## src/rtl/acq_sequencer.sv

```systemverilog
`default_nettype none
// ============================================================================
// Module   : acq_sequencer
// Brief    : Arms on an MCU request, gates one CCD frame of ADC samples into
//            fifo_ccd, flags pixel_ready and re-arms once the FIFO drains.
// Revision : 1.0 - initial release
// ============================================================================
module acq_sequencer #(
    parameter int FRAME_PIX   = 1024,
    parameter int CNT_W       = 11,
    parameter int TIMEOUT_CYC = 2000000
) (
    input  logic             sys_clk,
    input  logic             sys_rst,
    input  logic             acq_req,
    input  logic             frame_start,
    input  logic             pix_valid,
    input  logic             fifo_full,
    input  logic             fifo_empty,
    output logic             fifo_wr_en,
    output logic             fifo_clr,
    output logic             pixel_ready,
    output logic             busy,
    output logic [1:0]       state_o,
    output logic [CNT_W-1:0] pix_cnt,
    output logic             err_ovf,
    output logic             err_short,
    output logic             err_tmo
);

    localparam int TMO_W = (TIMEOUT_CYC > 1) ? $clog2(TIMEOUT_CYC) : 1;
    localparam logic [TMO_W-1:0] C_TMO_LAST   = TMO_W'(TIMEOUT_CYC - 1);
    localparam logic [CNT_W-1:0] C_FRAME      = CNT_W'(FRAME_PIX);
    localparam logic [CNT_W-1:0] C_FRAME_LAST = CNT_W'(FRAME_PIX - 1);

    typedef enum logic [1:0] {
        S_IDLE    = 2'd0,
        S_ARM     = 2'd1,
        S_CAPTURE = 2'd2,
        S_READY   = 2'd3
    } state_t;

    state_t             r_state;
    state_t             w_state_nxt;
    logic               r_req_d;
    logic               r_req_pulse;
    logic               r_pending;
    logic [TMO_W-1:0]   r_tmo_cnt;
    logic               w_arm_entry;
    logic               w_cnt_inc;
    logic               w_set_ovf;
    logic               w_set_short;
    logic               w_set_tmo;

    always_comb begin
        w_state_nxt = r_state;
        fifo_clr    = 1'b0;
        fifo_wr_en  = 1'b0;
        w_arm_entry = 1'b0;
        w_cnt_inc   = 1'b0;
        w_set_ovf   = 1'b0;
        w_set_short = 1'b0;
        w_set_tmo   = 1'b0;
        case (r_state)
            S_IDLE: begin
                if (r_req_pulse || r_pending) begin
                    w_state_nxt = S_ARM;
                    fifo_clr    = 1'b1;
                    w_arm_entry = 1'b1;
                end
            end
            S_ARM: begin
                if (frame_start) begin
                    w_state_nxt = S_CAPTURE;
                end else if (r_tmo_cnt == C_TMO_LAST) begin
                    w_state_nxt = S_IDLE;
                    w_set_tmo   = 1'b1;
                end
            end
            S_CAPTURE: begin
                fifo_wr_en = pix_valid & ~fifo_full;
                w_set_ovf  = pix_valid & fifo_full;
                w_cnt_inc  = pix_valid && (pix_cnt != C_FRAME);
                // An early frame_start ends the frame even if this cycle's pixel completes it.
                if (frame_start && (pix_cnt < C_FRAME)) begin
                    w_set_short = 1'b1;
                    w_state_nxt = S_READY;
                end else if (pix_valid && (pix_cnt == C_FRAME_LAST)) begin
                    w_state_nxt = S_READY;
                end
            end
            S_READY: begin
                if (fifo_empty) begin
                    w_state_nxt = S_IDLE;
                end
            end
            default: w_state_nxt = S_IDLE;
        endcase
    end

    always_ff @(posedge sys_clk or posedge sys_rst) begin
        if (sys_rst) begin
            r_state     <= S_IDLE;
            r_req_d     <= 1'b0;
            r_req_pulse <= 1'b0;
            r_pending   <= 1'b0;
            r_tmo_cnt   <= '0;
            pix_cnt     <= '0;
            pixel_ready <= 1'b0;
            err_ovf     <= 1'b0;
            err_short   <= 1'b0;
            err_tmo     <= 1'b0;
        end else begin
            r_state     <= w_state_nxt;
            r_req_d     <= acq_req;
            r_req_pulse <= acq_req & ~r_req_d;
            pixel_ready <= (w_state_nxt == S_READY);

            // One-deep request memory for requests arriving while a frame is in flight.
            if (w_arm_entry) begin
                r_pending <= 1'b0;
            end else if (r_req_pulse && (r_state != S_IDLE)) begin
                r_pending <= 1'b1;
            end

            if (w_arm_entry) begin
                r_tmo_cnt <= '0;
            end else if ((r_state == S_ARM) && (w_state_nxt == S_ARM)) begin
                r_tmo_cnt <= r_tmo_cnt + 1'b1;
            end

            if (w_arm_entry) begin
                pix_cnt <= '0;
            end else if (w_cnt_inc) begin
                pix_cnt <= pix_cnt + 1'b1;
            end

            if (w_arm_entry) begin
                err_ovf   <= 1'b0;
                err_short <= 1'b0;
                err_tmo   <= 1'b0;
            end else begin
                if (w_set_ovf)   err_ovf   <= 1'b1;
                if (w_set_short) err_short <= 1'b1;
                if (w_set_tmo)   err_tmo   <= 1'b1;
            end
        end
    end

    assign busy    = (r_state != S_IDLE);
    assign state_o = r_state;

endmodule
`default_nettype wire

```

## config.mk

```make
export PLATFORM = sky130hd
export DESIGN_NAME = acq_sequencer
export DESIGN_NICKNAME = d
export VERILOG_FILES = /design/src/rtl/acq_sequencer.sv
export SDC_FILE = /design/constraint.sdc
export NUM_CORES = 1
export LEC_CHECK = 0
export CORE_ASPECT_RATIO = 0.7
export CORE_MARGIN = 2
export CORE_UTILIZATION = 44
export CTS_CLUSTER_DIAMETER = 60
export DETAILED_ROUTE_END_ITERATION = 10
export GPL_ROUTABILITY_DRIVEN = 0
export MAX_ROUTING_LAYER = met4
export PLACE_DENSITY = 0.65
export SYNTH_ARGS = -nofsm -noshare
export SYNTH_HDL_FRONTEND = slang
export SYNTH_SLANG_ARGS = --single-unit
```

## constraint.sdc

```tcl
create_clock -name sys_clk -period 2.7 [get_ports sys_clk]
set_clock_uncertainty 0.2 [all_clocks]
set_input_delay 0.54 -clock sys_clk [delete_from_list [all_inputs] [get_ports sys_clk]]
set_output_delay 0.54 -clock sys_clk [all_outputs]
set_load 0.05 [all_outputs]
```

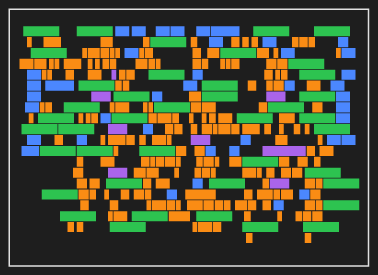
(cells colored by class)
(4 px per µm)
legend:
  registers:
    color: green
    cells: 41
    share_of_their_area: 38%
  clock drivers and dummy loads:
    color: purple
    cells: 8
    share_of_their_area: 4.3%
  remaining logic cells:
    color: orange
    cells: 181
    share_of_their_area: 43%
  remaining buffers and delay cells:
    color: blue
    cells: 40
    share_of_their_area: 14%

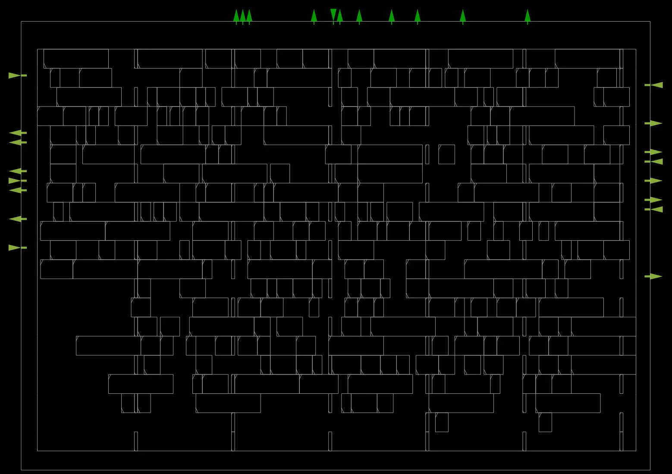
(placed standard cells)
share of cell area taken by flip-flops and latches: 37.02%
number of filler cells placed in the layout: 445
final core utilization: 57.01%
sequential cell count of the final layout: 41

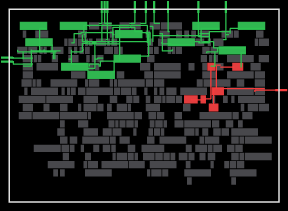
(port wiring)
(3 px per µm)
legend:
  frame_start:
    color: red
    direction: input
    edge: right
    end_cells: 6
    wire: 64.2 µm
  pix_cnt:
    color: green
    direction: output
    edge: 9 top, 2 left
    end_cells: 11
    wire: 453 µm

==> summary.txt <==
Implementation progress

In this run the post-CTS setup repair buffer count came out at 0. In the Yosys stats the netlist draws on 45 distinct library cells. The kind of cell with the highest combined delay along the critical path is buffers and inverters.

In this run the critical path is formed by clkdlybuf4s50_1. The number of search-and-repair iterations in the first detailed-routing pass stands at 4. Of the total standard cell area in the layout, the multi-input combinational portion is 40.32%.

The floorplan die area stands at 5704 µm². The initialized floorplan defines 21 standard-cell rows. The floorplan report lists the tap cell count as 69. Once placement completed, the tool counted placed cells totaling 331. The cell depth of the worst setup path stands at 1. The routed length on met3 stands at 335 µm. The post-cts gate resize count stands at 0. The minimum setup slack after placement stands at -0.05071 ns.

The largest register by flop count is r_tmo_cnt. The synthesis-stage register bit count stands at 41. The power report attributes to the sequential group a share of 37.7%.

Entering global routing, the biggest net connects 42 pins. Summed over all instances, the cell type with the most area after synthesis is dfrtp_1. The highest layer touched by signal routing is met4. The residual DRC count stands at 0. Leaving out fill and tap cells, the most frequent cell in the layout is dfrtp_1. Counting instances in the post-synthesis netlist gives the leading cell types as dfrtp_1, nand2_1, a21oi_1. The power report attributes to the combinational group a share of 38.5%. The synthesized netlist occupies a cell area of 2247 µm². The tally of OpenROAD warnings stands at 27. The cell area power density stands at 774.5 nW/µm². Of the synthesized area, sequential elements account for 45.66%.

The count of clock tree sinks stands at 41. The setup TNS after final layout stands at 0 ns. The final antenna diode tally reported by the flow is 0. The average detailed-routed wire length per instance stands at 15.32 µm. met1 is the most crowded layer. The global-route met1 utilization stands at 34.15%. In this run the maximum-capacitance check reported violations numbering 0.

The data arrival time of the critical path stands at 1.70 ns. The initial detailed-routing violation count stands at 205. Per report_power, the Combinational row totals 0.826 mW. The post-detailed-placement cell area stands at 2653 µm². The routing usage on met2 stands at 25.74%. The number of clock buffers in the layout stands at 7. By instance count after routing, the leading logic cell types are dfrtp_1, clkdlybuf4s50_1, nand2_1.

STA classifies the critical path startpoint as a register. The flip-flop count of the largest register after layout stands at 21. The post-DP HPWL stands at 3.692 mm. The layout has 40 buffers outside the clock class. The overall via count from detail_route stands at 1896. Per the OpenROAD floorplan log, the width of the die is 89.42 µm. The clock latency of the later-clocked register in the worst-skew pair stands at 0.29 ns. The total congestion overflow after global routing stands at 0. The fraction of area in clock buffers and inverters stands at 4.199%. In the power breakdown, the biggest contributor is combinational cells. The count of synthesis-stage warnings from yosys stands at 0. The per-cell via count in the routed design stands at 5.593. For reference, the clock transition at the flip-flops on the worst setup and hold paths is 0.08 ns.

Hold analysis shows the worst path with a depth of 1. Per the post-synthesis stats, the area per cell is 9.644 µm². The share of synthesized area spent on multiplexers stands at 5.345%.

In this run the worst setup path terminates at state_o[0]. The worst path uses 90.51% of the clock period. During I/O placement, the number of pins put on the boundary was 27. The run finished with clean final reports.

The fraction of layout instances using a drive strength above 1 stands at 10.74%. The area of combinational cells with multiple inputs stands at 1117 µm². The number of buffers created by CTS stands at 5. The core box area stands at 4861 µm². In the floorplan report the effective utilization is 46.23%. The power consumed by the clock network stands at 0.511 mW. The static leakage power stands at 1.148 nW. In this run the register-to-register setup slack is 0.32 ns. Total global-route track usage over all layers is 21.16%. The sequential power stands at 0.809 mW.

In this run the critical register-to-register path is captured at r_tmo_cnt[18]$_DFFE_PP0P_. For the worst min-delay path, the startpoint reported by OpenROAD is r_req_d$_DFF_PP0_. The part of the total power dissipated in the clock network stands at 23.8%. The number of antenna violations at the first check in global routing stands at 0. Port buffering added 26 buffers. The net count of the finished layout is 279. The simple-gate share of the synthesized area stands at 28.45%. The analysis reports a worst IR drop on VDD of 0.5721 mV. The longest individual stage delay on the worst path stands at 0.87 ns. In the power breakdown, the internal column shows 1.299 mW. The synth_stat.txt file lists the number of cells as 233. The number of synthesized flops with an enable pin stands at 0. Yosys shows that the main logic family after synthesis is simple AND/OR/NAND/NOR gates.

According to the floorplan report, the die height is 63.79 µm. The layout overhead on the synthesized area stands at 23.33%. After detailed routing, the wire length on met1 is 2.776 mm. Sorting the synthesis cell report by count puts at the top dfrtp_1. The tightest hold margin stands at 0.1935 ns. The most used flip-flop cell after synthesis is dfrtp_1. The switching portion of total power comes to 39.46%. For reference, the most critical setup path is categorized as register to output port. Setup repair after global routing left no endpoint under its margin. The number of buffer and inverter instances along the worst setup path stands at 1.

The power consumption stands at 2.146 mW. In this run the remaining antenna-violating nets after routing total 0. The synthesized netlist devotes 1.559% of its cell area to XOR and XNOR gates. Non-clock buffers make up 14.00% of the layout cell area.

The post-route worst setup slack stands at 0.2561 ns. The number of hold violations in the final report stands at 0. The synthesized-area fraction occupied by adder cells stands at 1.670%.

The first-pass GRT wire length stands at 9.011 mm. Synthesis produced a netlist whose cell count is 233. The sequential cell area stands at 1026 µm².

Routing resource usage on met3 recorded by global route was 5.039%. Leaving out the clock tree, the finished layout contains an inverter count of 10. The synthesis report gives the async set-or-reset register share as 100.0%. Counting I/O delays and the setup requirement, the final critical path takes 2.444 ns. STA classifies the critical path endpoint as an output port. The number of global-route vias before repair is 1794.

For the pin with the worst max-slew slack, the measured transition is 0.5135 ns. The combinational gate count stands at 171. The end-of-flow timing check tallies setup violations at 0. The area reported by Yosys stat stands at 2247 µm².
Power is estimated from default activity; no workload was simulated.
